===== src/rtl/bitwise_alu_pkg.sv =====
// Shared op codes and the per-bit logic function for bitwise_alu_pipe.
// Optional accumulator build is selected with BITWISE_ALU_ACC_EN.
package bitwise_alu_pkg;

  localparam logic [2:0] OP_AND  = 3'b000;
  localparam logic [2:0] OP_OR   = 3'b001;
  localparam logic [2:0] OP_XOR  = 3'b010;
  localparam logic [2:0] OP_XNOR = 3'b011;
  localparam logic [2:0] OP_NAND = 3'b100;
  localparam logic [2:0] OP_NOR  = 3'b101;
  localparam logic [2:0] OP_NOTA = 3'b110;
  localparam logic [2:0] OP_ACC  = 3'b111;

  typedef enum logic [2:0] {
    ALU_AND  = OP_AND,
    ALU_OR   = OP_OR,
    ALU_XOR  = OP_XOR,
    ALU_XNOR = OP_XNOR,
    ALU_NAND = OP_NAND,
    ALU_NOR  = OP_NOR,
    ALU_NOTA = OP_NOTA,
    ALU_ACC  = OP_ACC
  } op_e;

  // Evaluated one bit at a time so a single function serves every WIDTH.
  // Op 111 falls through to a pass-through; the caller overrides it.
  function automatic logic bw_op(input logic [2:0] op, input logic a, input logic b);
    logic r;
    case (op)
      OP_AND:  r = a & b;
      OP_OR:   r = a | b;
      OP_XOR:  r = a ^ b;
      OP_XNOR: r = ~(a ^ b);
      OP_NAND: r = ~(a & b);
      OP_NOR:  r = ~(a | b);
      OP_NOTA: r = ~a;
      default: r = a;
    endcase
    return r;
  endfunction

endpackage


===== src/rtl/bitwise_alu_core.sv =====
// Combinational result and flag generation for bitwise_alu_pipe.
// BITWISE_ALU_ACC_EN adds the accumulator operand used by op 111.
module bitwise_alu_core
  import bitwise_alu_pkg::*;
#(
  parameter int WIDTH = 16
) (
  input  logic [2:0]       op,
  input  logic [WIDTH-1:0] a,
  input  logic [WIDTH-1:0] b,
`ifdef BITWISE_ALU_ACC_EN
  input  logic [WIDTH-1:0] acc_base,
`endif
  output logic [WIDTH-1:0] res,
  output logic             zero,
  output logic             parity
);

  function automatic logic odd_parity(input logic [WIDTH-1:0] v);
    return ^v;
  endfunction

  // Result mux and flags derived from the pre-register result.
  always_comb begin
    res = {WIDTH{1'b0}};
    case (op_e'(op))
      ALU_ACC: begin
`ifdef BITWISE_ALU_ACC_EN
        res = acc_base ^ a;
`else
        res = a;
`endif
      end
      default: begin
        for (int i = 0; i < WIDTH; i++) begin
          res[i] = bw_op(op, a[i], b[i]);
        end
      end
    endcase
    zero   = (res == {WIDTH{1'b0}});
    parity = odd_parity(res);
  end

endmodule


===== src/rtl/bitwise_alu_pipe.sv =====
// One-stage registered bitwise ALU with valid/ready handshakes and a consumed-result counter.
// Define BITWISE_ALU_ACC_EN to build the running XOR accumulator behind op 111.
module bitwise_alu_pipe
  import bitwise_alu_pkg::*;
#(
  parameter int WIDTH = 16,
  parameter int CNT_W = 16
) (
  input  logic             clk,
  input  logic             rst_n,
  input  logic             in_valid,
  output logic             in_ready,
  input  logic [WIDTH-1:0] a,
  input  logic [WIDTH-1:0] b,
  input  logic [2:0]       op,
  input  logic             acc_clr,
  output logic             out_valid,
  input  logic             out_ready,
  output logic [WIDTH-1:0] f,
  output logic             zero,
  output logic             parity,
  output logic [CNT_W-1:0] txn_count
);

  logic             accept;
  logic             consume;
  logic [WIDTH-1:0] res;
  logic             res_zero;
  logic             res_parity;

  // Ready passes straight through from the consumer so a full stage still streams.
  assign in_ready = ~out_valid | out_ready;
  assign accept   = in_valid & in_ready;
  assign consume  = out_valid & out_ready;

`ifdef BITWISE_ALU_ACC_EN
  logic [WIDTH-1:0] acc;
  logic [WIDTH-1:0] acc_base;

  // A clear in the same cycle as an ACC op takes effect before the XOR.
  assign acc_base = acc_clr ? {WIDTH{1'b0}} : acc;

  // Accumulator update: an accepted ACC op stores the new sum, otherwise acc_clr zeroes it.
  always_ff @(posedge clk or negedge rst_n) begin
    if (!rst_n) begin
      acc <= {WIDTH{1'b0}};
    end else if (accept && (op == OP_ACC)) begin
      acc <= res;
    end else if (acc_clr) begin
      acc <= {WIDTH{1'b0}};
    end else begin
      acc <= acc;
    end
  end
`else
  logic unused_acc_clr;
  assign unused_acc_clr = acc_clr;
`endif

  bitwise_alu_core #(
    .WIDTH(WIDTH)
  ) u_core (
    .op      (op),
    .a       (a),
    .b       (b),
`ifdef BITWISE_ALU_ACC_EN
    .acc_base(acc_base),
`endif
    .res     (res),
    .zero    (res_zero),
    .parity  (res_parity)
  );

  // Output stage: load on accept, drain on consume, hold while stalled.
  always_ff @(posedge clk or negedge rst_n) begin
    if (!rst_n) begin
      out_valid <= 1'b0;
      f         <= {WIDTH{1'b0}};
      zero      <= 1'b0;
      parity    <= 1'b0;
    end else if (accept) begin
      out_valid <= 1'b1;
      f         <= res;
      zero      <= res_zero;
      parity    <= res_parity;
    end else if (consume) begin
      out_valid <= 1'b0;
    end else begin
      out_valid <= out_valid;
    end
  end

  // Consumed-result counter, wrapping naturally at 2^CNT_W.
  always_ff @(posedge clk or negedge rst_n) begin
    if (!rst_n) begin
      txn_count <= {CNT_W{1'b0}};
    end else if (consume) begin
      txn_count <= txn_count + CNT_W'(1);
    end else begin
      txn_count <= txn_count;
    end
  end

endmodule


===== config.mk =====
export PLATFORM = sky130hd
export DESIGN_NAME = bitwise_alu_pipe
export DESIGN_NICKNAME = d
export VERILOG_FILES = /design/src/rtl/bitwise_alu_pkg.sv /design/src/rtl/bitwise_alu_core.sv /design/src/rtl/bitwise_alu_pipe.sv
export SDC_FILE = /design/constraint.sdc
export NUM_CORES = 1
export LEC_CHECK = 0
export CAP_MARGIN = 40
export CORE_MARGIN = 4
export CORE_UTILIZATION = 47
export CTS_CLUSTER_SIZE = 20
export DETAILED_ROUTE_END_ITERATION = 6
export PLACE_DENSITY_LB_ADDON = 0.2
export REMOVE_ABC_BUFFERS = 1
export SYNTH_ARGS = -nofsm -noshare
export SYNTH_HDL_FRONTEND = slang
export SYNTH_HIERARCHICAL = 1
export SYNTH_SLANG_ARGS = --single-unit

===== constraint.sdc =====
create_clock -name clk -period 1.35 [get_ports clk]
set_input_delay 0.27 -clock clk [delete_from_list [all_inputs] [get_ports clk]]
set_output_delay 0.27 -clock clk [all_outputs]
set_load 0.01 [all_outputs]

### M2 wires, run 1

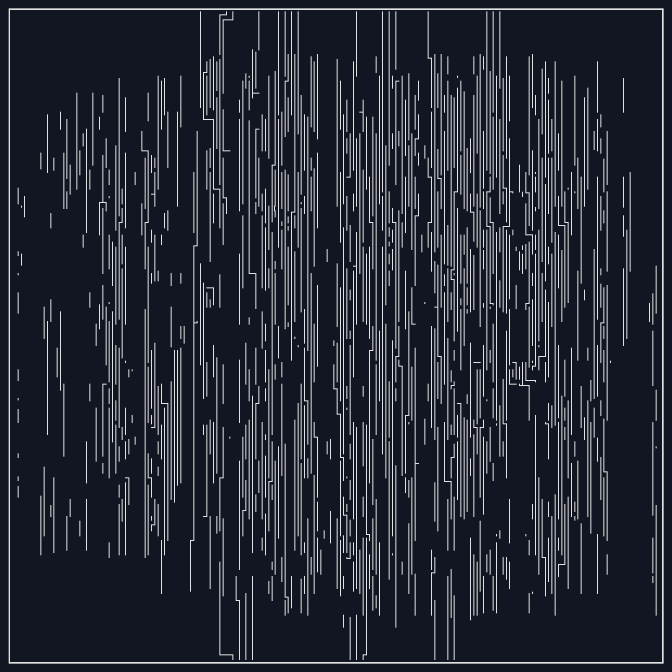
- wire length on this layer: 5890 um
- share of all routed wire: 51%
routed vias: 3106
Routed WL: 11.5 mm
met2 Track Usage GR: 43.9%

### Local utilization, run 1

The die is cut into 9 by 9 equal tiles; white is low, dark blue is high, 0 to 100% covered.
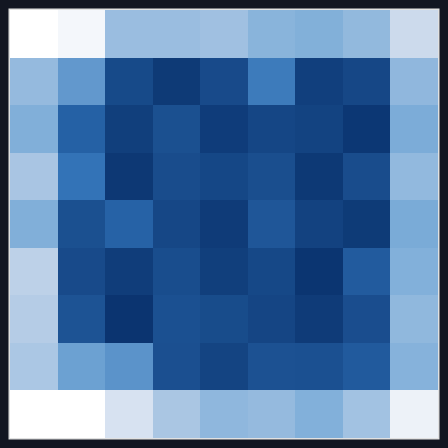
- densest ninth of the die: centre
- nearly empty tiles: 3.7%
- emptiest ninth of the die: south-west
- tiles over 75% full: 54%
- mean over tiles: 66%
area of the core: 0.00683 mm2
fp util: 48.7%
final standard cell utilization of the core: 84.3%

### Logic cells by family, run 1

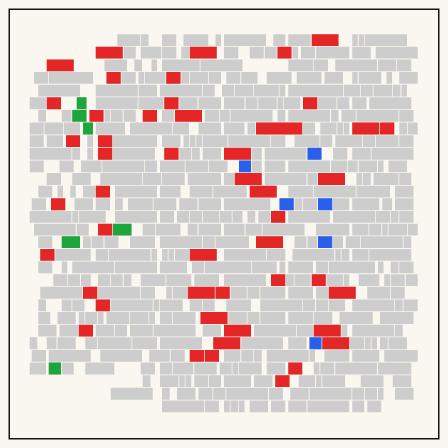
- green: AND and OR gates (cells 6; most used and3_1)
- blue: AND-OR and OR-AND gates (cells 6; most used o22a_1)
- red: XOR/XNOR gates (cells 48; most used xnor2_1)
logic share of the area: 51.3%
Finished Layout Cells: 579
Top cell excl fill/tap: buf_4

==> run summary, run 1 <==
run results: status=finished, violations left, violated checks=negative setup slack, RD Place Congestion=0.808, crit start category=input pin, register area share after synthesis=26.3%, fin nets=563, Critical Path RT=1.53 ns, CLK BUF=8, Setup WS pre-CTS=-1.42 ns, CP arrival=2.33 ns, Worst Slack Setup Final=-0.796 ns, Max Cap Viol=0, Comb. pwr=3.16 mW, total global-route track usage=24.5%, CTS tree=yes, Total Power=5.47 mW, slew margin rel.=67.5%, CTS resizes=291, clk buf depth=2, combinational power share=57.7%, crit end category=register, CP max FO=7, postcts setup bufs=29, Post-CTS Hold Fix Bufs=1, Reg area=878 um2, Top-Level Pins=76, P_clk=0.862 mW, DRT met1 WL=4.62 mm, filler instances=355, routing usage on met3=5.50%, ys async rst share=100%, Remaining DRCs=0, Crit path depth=12, mux share=17.5%, number of enable flip-flop cells=0, Leakage=2.78 nW, cell count after synthesis=325, worst setup path class=input pin to register, # H-tree levels=2, top-count cell post-synth=xnor2_1, dpl hpwl=5.78 mm, minimum clock period=2.15 ns, Crit path top cell by count=xnor2_1, syn_area_per_cell=10.2 um2, WL met3=649 um, Largest regs=f (16), txn_count (16), Synth Flop Type=dfrtp_1, Area-dominant class=combinational gates, worst r2r src=out_valid, synth warn=6, RSZ-0062 raised after global routing=true, FP Rows=30, yosys stat area=0.00333 mm2, Int Pwr=3.53 mW, sequential cell area share=15.2%, setup violators final=23, Pins Over Slew Limit=0, first-pass GRT wire length=16.6 mm, Hold WS=0.466 ns, dpl cells=533
==> inputs of run 2 (changes only) <==
--- a/config.mk
+++ b/config.mk
@@ -7,11 +7,11 @@
 export LEC_CHECK = 0
 export CAP_MARGIN = 40
 export CORE_MARGIN = 4
-export CORE_UTILIZATION = 47
+export CORE_UTILIZATION = 48
+export CTS_BUF_LIST = sky130_fd_sc_hd__clkbuf_4
 export CTS_CLUSTER_SIZE = 20
 export DETAILED_ROUTE_END_ITERATION = 6
 export PLACE_DENSITY_LB_ADDON = 0.2
-export REMOVE_ABC_BUFFERS = 1
 export SYNTH_ARGS = -nofsm -noshare
 export SYNTH_HDL_FRONTEND = slang
 export SYNTH_HIERARCHICAL = 1
### Local utilization, run 2

The die is cut into 9 by 9 equal tiles; white is low, dark blue is high, 0 to 100% covered.
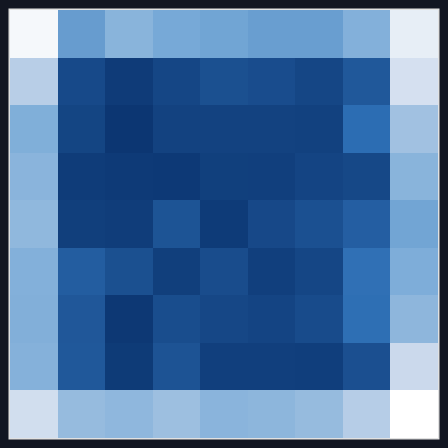
- mean over tiles: 70%
- tiles over 75% full: 58%
- fullest tile: 97%
- densest ninth of the die: centre
- nearly empty tiles: 1.2%
fp util: 49.3%
final standard cell utilization of the core: 87.6%
area of the core: 0.00676 mm2

### Routing congestion, run 2

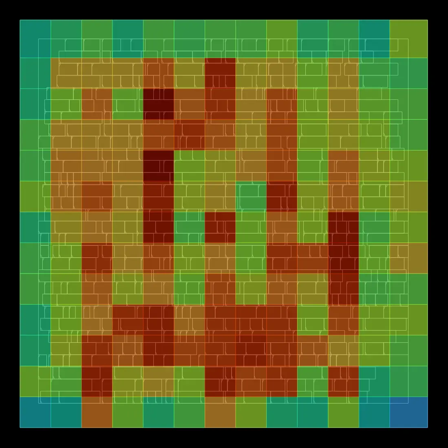
GRT met1 Usage: 25.6%
total global-route track usage: 22.0%
met2 Track Usage GR: 41.5%
routing usage on met3: 2.98%
Routed WL per cell: 19.6 um

==> run 2 against run 1 <==
Against the previous run:
- the flow still finishes with violations (negative setup slack)
- worst setup slack better by 0.15 ns
- routed wire length down 2.1%
- worst hold slack lost 0.19 ns
- via count increased by 0.39%
- critical path depth is 1 lower
- area after synthesis unchanged
- first-iteration DRC count down 22%
- synthesized cell count is the same
- final area is 2.7% higher
- critical endpoint unchanged
- largest power group unchanged
==> run summary, run 2 <==
run results: Max VDD drop=0.950 mV, synth warn=6, WL met3=485 um, Non-CTS inverters=35, die area=0.00833 mm2, routed vias=3118, cell count after synthesis=325, FP Rows=30, biggest area cells=dfrtp_1 26%, ha_1 15%, xnor2_1 11%, fin nets=578, Max Clk Rate=502 MHz, CP Cell Sequence=buf_2 -> buf_4 -> ha_2 -> a21oi_2 -> xnor2_1 -> mux2i_1 -> ha_1 -> xnor2_2 -> xnor2_2 -> xnor2_1 -> mux2_4, Die Y=91.3 um, tool warnings=46, dpl hpwl=5.81 mm, met2 wire length=6.06 mm, Area-dominant class=combinational gates, top-count cell post-synth=xnor2_1, yosys stat area=0.00333 mm2, Critical Path RT=1.59 ns, XORs/XNORs by Area=12.6%, crit start category=input pin, cell count in the Yosys report=325, clk buf depth=2, DR iter-0 viols=107, Flops after synth=35, RD Place Congestion=0.817, clk_skew=0.0146 ns, flip-flops=35, Placement Cell Area=0.00453 mm2, Crit path depth=11, Worst-path clk slew=0.11 ns, area delta synth->final=77.9%, Buf/Inv on CP=2, Top cell excl fill/tap=buf_4, Net Sw Power=1.91 mW, DRT met1 WL=4.35 mm, Hold WS=0.271 ns, CP arrival=2.24 ns, Top non-seq family=multiplexers, Floorplan Nets=406, Compound Share, Synth=8.61%, grt peak-use layer=met2, Sw Share=36.8%, logic share of the area=52.3%, Total Power=5.21 mW, Largest regs=f (16), txn_count (16), Clk Latency, worst-skew pair=0.35 ns, layout cells sized above 1=66.2%, TNS Setup=-3.76 ns, worst reg-to-reg path cell count=5, Clk pwr share=10.4%, setup violators final=28, adder share=15.4%, sequential share of power=28.0%, worst hold path type=input pin to asynchronous set/reset pin, combinational power share=61.6%, syn_area_per_cell=10.2 um2, Post-CTS Hold Fix Bufs=0, initial antenna violation count=0, DRT Pass-1 Iters=5, Design Area, Final=0.00592 mm2, final hold violation count=0, Cell Pwr Density=880 mW/mm2, #MultiIn Comb=243, most frequent cells in the layout=77 x buf_4, 38 x buf_6, 34 x dfrtp_1, worst r2r src=out_valid, P_clk=0.543 mW, Max Cap Viol=0, Top-Level Pins=76, crit-path leading delay family=XOR/XNOR gates, Max stage delay on crit path=0.33 ns, Sink Count=35, minimum clock period=1.99 ns, Synth Flop Type=dfrtp_1, status=finished, violations left, simple share=11.5%, sequential cell area share=14.8%, Seq group=1.46 mW, CP max FO=2, mux share=17.5%, CTS resizes=307, setup slack, reg-to-reg=-0.18 ns, Via density=5.40, postcts setup bufs=39, ANT cells=0, Leakage=2.82 nW, CTS tree=yes, GR Overflow Total=0, slew margin rel.=56.7%, Pins Over Slew Limit=0, Comb. pwr=3.21 mW, Setup WS pre-CTS=-1.41 ns, Distinct lib cells used=35, root buf cell=clkbuf_4, # H-tree levels=2, critical path's slowest cell=ha_1, Worst Slack Setup Final=-0.642 ns, ClkCell Share=0.782%, Finished Layout Cells=577, Routed WL=11.3 mm, RR Endpoint=f[2], NonClk Buf Share=27.5%, CP endpoint=parity, CLK BUF=5, worst setup path class=input pin to register, Remaining DRCs=0, filler instances=310, register area share after synthesis=26.3%, Detail Route Antenna Nets=0, Period Utilization, post-route=148%, Comb gate area=0.00310 mm2, RSZ-0062 raised after global routing=true, ys async rst share=100%, Reg area=877 um2, number of enable flip-flop cells=0, chip width=91.3 um, highest metal used=met4, PortBufs=74, dpl cells=520, vias in the first global route=3201, crit end category=register, violated checks=negative setup slack, Top cell area share=26.3%, Worst-Margin Slew=0.648 ns, Top power group=combinational logic, list of most frequent post-synthesis cells=43 x xnor2_1, 41 x ha_1, 35 x dfrtp_1, first-pass GRT wire length=15.0 mm, largest area contributor in the netlist=dfrtp_1, largest net degree at the start of global routing=36, Post-Syn Area=0.00333 mm2, critical path launch point=a[15], Int Pwr=3.29 mW, cts bufs inserted=5, Non-clk bufs=177, Tap Cells=80
==> inputs of run 3 (changes only) <==
--- a/config.mk
+++ b/config.mk
@@ -6,7 +6,6 @@
 export NUM_CORES = 1
 export LEC_CHECK = 0
 export CAP_MARGIN = 40
-export CORE_MARGIN = 4
 export CORE_UTILIZATION = 48
 export CTS_BUF_LIST = sky130_fd_sc_hd__clkbuf_4
 export CTS_CLUSTER_SIZE = 20
### Routing congestion, run 3

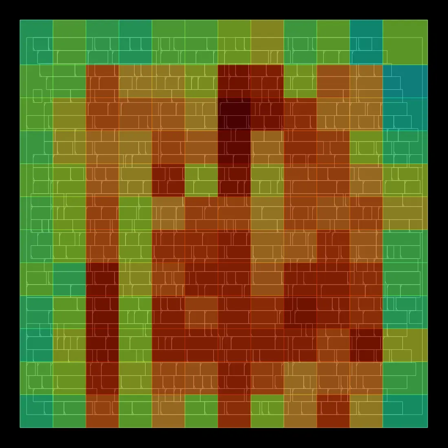
GRT met1 Usage: 29.8%
grt peak-use layer: met2
met2 Track Usage GR: 54.0%

### Wiring by layer, run 3

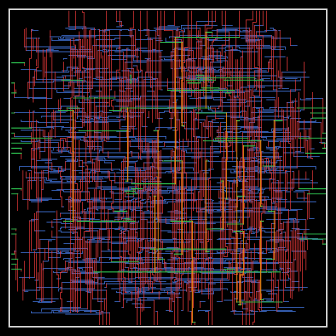
- red: met2 (wire length 6140 um)
- green: met3 (wire length 469 um)
- blue: met1 (wire length 4640 um)
- orange: met4 (wire length 455 um)
total global-route track usage: 27.9%
Routed WL: 11.7 mm
Routed WL per cell: 20.9 um

==> run 3 against run 2 <==
Against the previous run:
- the run still ends with negative setup slack left
- die area down 13%
- sequential share of layout area up 0.20 points
- clock power up 6.6%
- sequential power hardly changed
- sequential cell count is the same
- fmax is 4.3% lower
- combinational power barely moved
- largest power group unchanged
- routed wire length up 3.6%
- critical endpoint unchanged
- first-iteration DRC count is 14% higher
- critical path depth increased by 1
- power increased by 0.28%
==> run summary, run 3 <==
run results: RSZ-0062 raised after global routing=true, Cell Pwr Density=894 mW/mm2, Floorplan Nets=406, Worst Slack Setup Final=-0.733 ns, DRT Pass-1 Iters=4, CP Cell Sequence=buf_6 -> buf_6 -> ha_4 -> mux2i_1 -> o22ai_1 -> o21ai_1 -> o21a_1 -> ha_1 -> xor2_1 -> xnor2_1 -> xnor2_1 -> mux2_4, vias in the first global route=3256, synth warn=6, cell count after synthesis=325, CP endpoint=parity, CLK BUF=6, number of enable flip-flop cells=0, final standard cell utilization of the core=89.4%, P_clk=0.579 mW, setup slack, reg-to-reg=-0.15 ns, Detail Route Antenna Nets=0, setup violators final=27, syn_area_per_cell=10.2 um2, Net Sw Power=1.97 mW, Comb gate area=0.00303 mm2, ys async rst share=100%, Non-CTS inverters=35, logic share of the area=51.9%, Reg area=877 um2, critical path launch point=b[12], Comb. pwr=3.18 mW, Area-dominant class=combinational gates, cell count in the Yosys report=325, sequential cell area share=15.0%, Top-Level Pins=76, crit-path leading delay family=XOR/XNOR gates, minimum clock period=2.08 ns, crit end category=register, Finished Layout Cells=559, Top cell area share=26.3%, initial antenna violation count=0, Hold WS=0.276 ns, first-pass GRT wire length=15.5 mm, DRT met1 WL=4.64 mm, NonClk Buf Share=27.5%, Max Cap Viol=0, Remaining DRCs=0, list of most frequent post-synthesis cells=43 x xnor2_1, 41 x ha_1, 35 x dfrtp_1, die area=0.00727 mm2, status=finished, violations left, cts bufs inserted=5, combinational power share=60.9%, Post-CTS Hold Fix Bufs=0, Total Power=5.22 mW, violated checks=negative setup slack, most frequent cells in the layout=55 x buf_4, 48 x buf_6, 34 x dfrtp_1, slew margin rel.=60.3%, Top cell excl fill/tap=buf_4, area delta synth->final=75.5%, Largest regs=f (16), txn_count (16), TNS Setup=-3.84 ns, Compound Share, Synth=8.61%, clk_skew=0.0127 ns, filler instances=255, Distinct lib cells used=35, adder share=15.4%, critical path's slowest cell=mux2_4, FP Rows=29, worst r2r src=out_valid, RD Place Congestion=0.805, worst hold path type=input pin to asynchronous set/reset pin, area of the core=0.00653 mm2, fp util=51.0%, Max VDD drop=1.04 mV, highest metal used=met4, root buf cell=clkbuf_4, Flops after synth=35, Design Area, Final=0.00584 mm2, worst reg-to-reg path cell count=5, XORs/XNORs by Area=12.6%, Int Pwr=3.25 mW, postcts setup bufs=24, Crit path depth=12, fin nets=562, dpl cells=509, simple share=11.5%, yosys stat area=0.00333 mm2, #MultiIn Comb=243
Power and IR drop assume default switching activity.
